File: src/rtl/sort_job_sequencer.sv
// Job sequencer: fills the sort RAM from an input stream, hands the RAM port to the
// sorter, then drains the sorted array. Optional SORT watchdog via SORT_TIMEOUT_EN.
module sort_job_sequencer #(
  parameter int unsigned N           = 8,
  parameter int unsigned DATA_W      = 8,
  parameter int unsigned ADDR_W      = 4,
  parameter int unsigned TIMEOUT_CYC = 1024
) (
  input  logic              clk,
  input  logic              reset_n,
  input  logic              in_valid,
  output logic              in_ready,
  input  logic [DATA_W-1:0] in_data,
  output logic              out_valid,
  input  logic              out_ready,
  output logic [DATA_W-1:0] out_data,
  output logic              out_last,
  output logic              sort_start,
  input  logic              sort_done,
  input  logic [ADDR_W-1:0] srt_addr,
  input  logic              srt_we,
  input  logic [DATA_W-1:0] srt_wdata,
  output logic [ADDR_W-1:0] ram_addr,
  output logic              ram_we,
  output logic [DATA_W-1:0] ram_wdata,
  input  logic [DATA_W-1:0] ram_rdata,
  output logic              busy,
  output logic              sort_err
);

  typedef enum logic [2:0] {IDLE, FILL, START, SORT, RD, CAP, OUT} state_t;

  localparam logic [ADDR_W-1:0] LAST_ADDR = ADDR_W'(N - 1);

  state_t            state, state_nx;
  logic [ADDR_W-1:0] wr_cnt, wr_cnt_nx;
  logic [ADDR_W-1:0] rd_cnt, rd_cnt_nx;
  logic [DATA_W-1:0] out_q;
  logic              done_q;
  logic              timeout_hit;

`ifdef SORT_TIMEOUT_EN
  localparam int unsigned TW = (TIMEOUT_CYC > 1) ? $clog2(TIMEOUT_CYC) : 1;
  logic [TW-1:0] tmo_cnt;

  // Held at zero outside SORT, so every SORT entry starts counting from 0.
  always_ff @(posedge clk or negedge reset_n) begin
    if (!reset_n)
      tmo_cnt <= '0;
    else if (state != SORT)
      tmo_cnt <= '0;
    else
      tmo_cnt <= tmo_cnt + TW'(1);
  end

  assign timeout_hit = (state == SORT) && (tmo_cnt == TW'(TIMEOUT_CYC - 1));
`else
  assign timeout_hit = 1'b0;
`endif

  always_ff @(posedge clk or negedge reset_n) begin
    if (!reset_n) begin
      state  <= IDLE;
      wr_cnt <= '0;
      rd_cnt <= '0;
      out_q  <= '0;
      done_q <= 1'b0;
    end else begin
      state  <= state_nx;
      wr_cnt <= wr_cnt_nx;
      rd_cnt <= rd_cnt_nx;
      done_q <= sort_done;
      if (state == CAP)
        out_q <= ram_rdata;
    end
  end

  always_comb begin
    state_nx   = state;
    wr_cnt_nx  = wr_cnt;
    rd_cnt_nx  = rd_cnt;
    in_ready   = 1'b0;
    sort_start = 1'b0;
    out_valid  = 1'b0;
    out_last   = 1'b0;
    sort_err   = 1'b0;
    ram_addr   = '0;
    ram_we     = 1'b0;
    ram_wdata  = '0;
    case (state)
      IDLE, FILL: begin
        in_ready = 1'b1;
        if (in_valid) begin
          ram_addr  = wr_cnt;
          ram_we    = 1'b1;
          ram_wdata = in_data;
          if (wr_cnt == LAST_ADDR) begin
            wr_cnt_nx = '0;
            state_nx  = START;
          end else begin
            wr_cnt_nx = wr_cnt + ADDR_W'(1);
            state_nx  = FILL;
          end
        end
      end
      START: begin
        sort_start = 1'b1;
        state_nx   = SORT;
      end
      SORT: begin
        ram_addr  = srt_addr;
        ram_we    = srt_we;
        ram_wdata = srt_wdata;
        // A done edge in the same cycle as watchdog expiry takes priority.
        if (sort_done && !done_q) begin
          state_nx = RD;
        end else if (timeout_hit) begin
          sort_err = 1'b1;
          state_nx = IDLE;
        end
      end
      RD: begin
        ram_addr = rd_cnt;
        state_nx = CAP;
      end
      CAP: state_nx = OUT;
      OUT: begin
        out_valid = 1'b1;
        out_last  = (rd_cnt == LAST_ADDR);
        if (out_ready) begin
          if (rd_cnt == LAST_ADDR) begin
            rd_cnt_nx = '0;
            state_nx  = IDLE;
          end else begin
            rd_cnt_nx = rd_cnt + ADDR_W'(1);
            state_nx  = RD;
          end
        end
      end
      default: state_nx = IDLE;
    endcase
  end

  assign out_data = out_q;
  assign busy     = (state != IDLE);

endmodule

File: config.mk
export PLATFORM = sky130hd
export DESIGN_NAME = sort_job_sequencer
export DESIGN_NICKNAME = d
export VERILOG_FILES = /design/src/rtl/sort_job_sequencer.sv
export SDC_FILE = /design/constraint.sdc
export NUM_CORES = 1
export LEC_CHECK = 0
export ABC_CLOCK_PERIOD_IN_PS = 1600
export CAP_MARGIN = 20
export CORE_MARGIN = 1.5
export CORE_UTILIZATION = 25
export DETAILED_ROUTE_END_ITERATION = 10
export PLACE_DENSITY = 0.62
export REMOVE_ABC_BUFFERS = 1
export SLEW_MARGIN = 20
export SYNTH_ARGS = -nofsm -noshare
export SYNTH_HDL_FRONTEND = slang
export SYNTH_SLANG_ARGS = --single-unit
File: constraint.sdc
create_clock -name clk -period 1.6 [get_ports clk]
set_input_delay 0.32 -clock clk [delete_from_list [all_inputs] [get_ports clk]]
set_output_delay 0.32 -clock clk [all_outputs]
set_load 0.02 [all_outputs]
**Logic cells by family**

The bar under the picture is 20 um long.
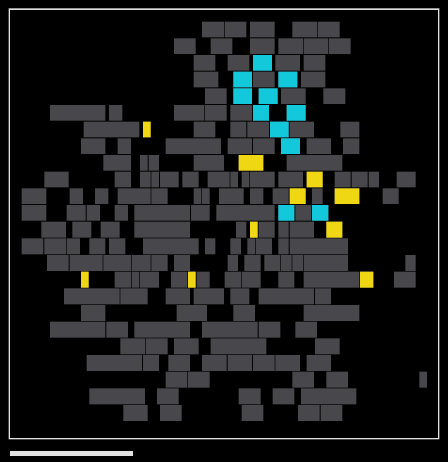
Key: AND-OR and OR-AND gates = cyan [cells 11]; NOR gates = yellow [cells 10]
most numerous logic cell after layout: clkdlybuf4s50_1
fin cells: 240
combinational share of cell area: 29.4%

**Sequential cells colored by netlist name**

The bar under the picture is 20 um long.
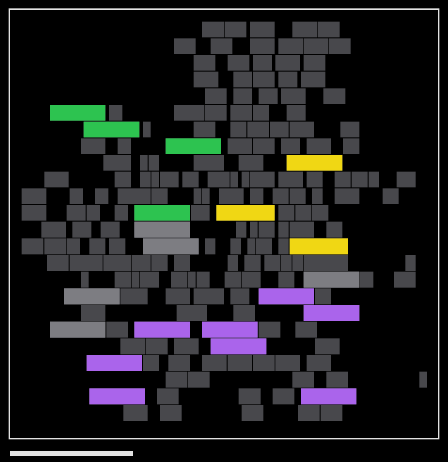
Key: out_data = purple [flops 8]; wr_cnt = green [flops 4]; state = yellow [flops 3]
Another 5 sequential cells are not colored.
final core occ: 47.4%
Flop+latch power: 891 uW
register area: 503 um^2
fraction of area in registers: 24.5%

==> changes_impl.md <==
## Flow update

- Outcome: finished, violations left
- Violated checks: negative setup slack
- Post-synth EDFFs: 0
- Period utilisation layout: 110%
- Cts hold-fix bufs: 0
- Max FO, Critical Path: 8
- Critical path arrival: 1.44 ns
- Clock share of power: 10.9%
- Worst reg2reg startpoint: state[1]
- Final setup fails: 18
- Max Cap Viol: 0
- Die span in x: 69.8 um
- Placed insts: 231
- IO Count: between 60 and 70
- Net Sw Frac: about two fifths
- Syn. warnings: 0
- First-pass GRT wire length: 5280 um
- Routability-driven placement congestion ratio: 0.733
- Worst R2R End: rd_cnt[3]
- PD cells: 1750 mW/mm^2
- R2R Setup Slk: -0.01 ns
- Clock Tree Root: clkbuf_8
- Max Slew Vio Count: 0
- CTS tree: yes
- Number of global-route vias before repair: around 1,100
- Initial antenna violation count: 0
- Row count: 24
- Area grow syn2layout: 83.7%
- Seq/Total Area, Yosys: 44.8%
- Worst setup margin: -0.162 ns
- Total number of vias: 1,102
- DR WL met2: 1700 um
- 1st-iter DRT viols: 29
- R2R depth: 6
- CP required: between 1 and 1.5 ns
- Post-synth ARST share: 100%
- DRT met1 WL: 1430 um
- Chip area: 0.00487 mm^2
- Clock Latency Late Sink: 0.26 ns
- Critical Path Sink Type: output pin
- RSZ-0062 raised after global routing: yes
- Congestion Overflow GR: 0
- Pre-placement core utilization: 25.8%
- Wire length on met3: between 80 and 90 um
- Comb pwr share: 64.2%
- Synth cell types: 32
- CTS Sinks: 20
- # Cells Yosys: 106
- Antenna cells: 0
- Pleak: around 0.94 nW
- Sequential power share: 24.9%
- Residual DRC count: 0
- Worst hold path class: in2async
- Post-synth top flop: dfrtp_1
- Mapped cell area: 0.00112 mm^2
- I/O Buffers: 59
- Hold_ws: 0.399 ns
- Final Hold Viols: 0
- Detail Route Antenna Nets: 0
- Worst setup SP type: flop
- Setup Slack @ Placement: -0.591 ns
- Post-Synthesis Cells: 106
-- worst max-delay path, stage by stage, from the launching register on --
cell and delay, ns:
dfrtp_2 0.46, buf_4 0.17, or3_4 0.39, buf_4 0.16
-- cells in the mapped netlist (all sizes together) (3+ instances only) --
| library cell | number | area, um^2 |
|---|---|---|
| dfrtp | 20 | 500 |
| nand2 | 14 | 52.6 |
| mux2 | 13 | 150 |
| a22o | 8 | 70.1 |
| buf | 7 | 46.3 |
| nor2 | 6 | 25.0 |
| a32oi | 4 | 35.0 |
| nand3 | 4 | 20.0 |
| and2 | 3 | 21.3 |
| nor3b | 3 | 22.5 |
| o21ai | 3 | 15.0 |
-- state kept, by name, indices dropped and copies added (netlist names) --
| name | flops |
|---|---|
| out_data | 8 |
| rd_cnt | 4 |
| wr_cnt | 4 |
| state | 3 |
| done_q | 1 |
-- layout make-up --
cell class	count	area, um^2
inverters	1	3.75
multi-input cells	77	603
fillers	424	2270
well taps	52	65.1
clock buffers	4	55.1
repair buffers	86	821
flip-flops and latches	20	503
-- cell families (layout without fill, tap and decap cells) --
kind of cell | after synthesis | after routing | share of synthesized area, %
simple gates | 38 | 38 | 18.4
compound gates | 21 | 21 | 14.3
flops | 20 | 20 | 44.8
mux | 13 | 13 | 13.5
buf+inv | 9 | 91 | 4.82
fa+ha+maj | 2 | 2 | 2.24
xor+xnor | 2 | 2 | 1.57
other cells | 1 | 1 | 0.336
-- power by group through the flow --
stage | clock network [mW] | registers (mW) | logic, mW
after floorplan | 0 | 1.04 | 0.828
after global placement | 0 | 0.866 | 1.99
after detailed placement | 0 | 0.880 | 2.03
after CTS | 0.400 | 0.877 | 2.22
after global routing | 0.428 | 0.923 | 2.46
final | 0.392 | 0.891 | 2.30
-- layer usage --
metal,global-route usage (%),up-vias
met5,0,-
met4,5.13,0
met3,1.45,6
met2,23.6,19
met1,17.0,534
li1,-,543
-- worst max path at each step --
stage	from	end	slack, ns	cells after the start
5_1_grt	state[1]	ram_addr[2]	-0.24	6
3_3_place_gp	in_valid	ram_addr[2]	-0.57	6
2_1_floorplan	state[2]	ram_wdata[0]	-0.24	3
6_report	state[1]	busy	-0.16	3
4_1_cts	state[2]	ram_wdata[6]	-0.20	6
3_5_place_dp	in_valid	ram_wdata[6]	-0.59	5
-- timing repair --
item | 4_1_cts | 5_1_grt
cloned | 1 | 0
buffers inserted | 4 | 2
pin swaps | 15 | 4
endpoints found under the setup margin | 19 | 28
resized | 109 | 14
-- stage by stage --
step | setup TNS [ns] | area (um^2) | utilization (%) | power [mW]
finish | -1.81 | 2050 | 47.4 | 3.58
global placement | -8.21 | 1890 | 43.6 | 2.86
floorplan | -3.16 | 1070 | - | 1.87
global route | -3.16 | 2050 | 47.4 | 3.81
CTS | -2.62 | 2020 | 46.8 | 3.50
detailed placement | -8.41 | 1890 | 43.6 | 2.91
Power figures rest on the tool's default switching activity, not on a simulated workload.
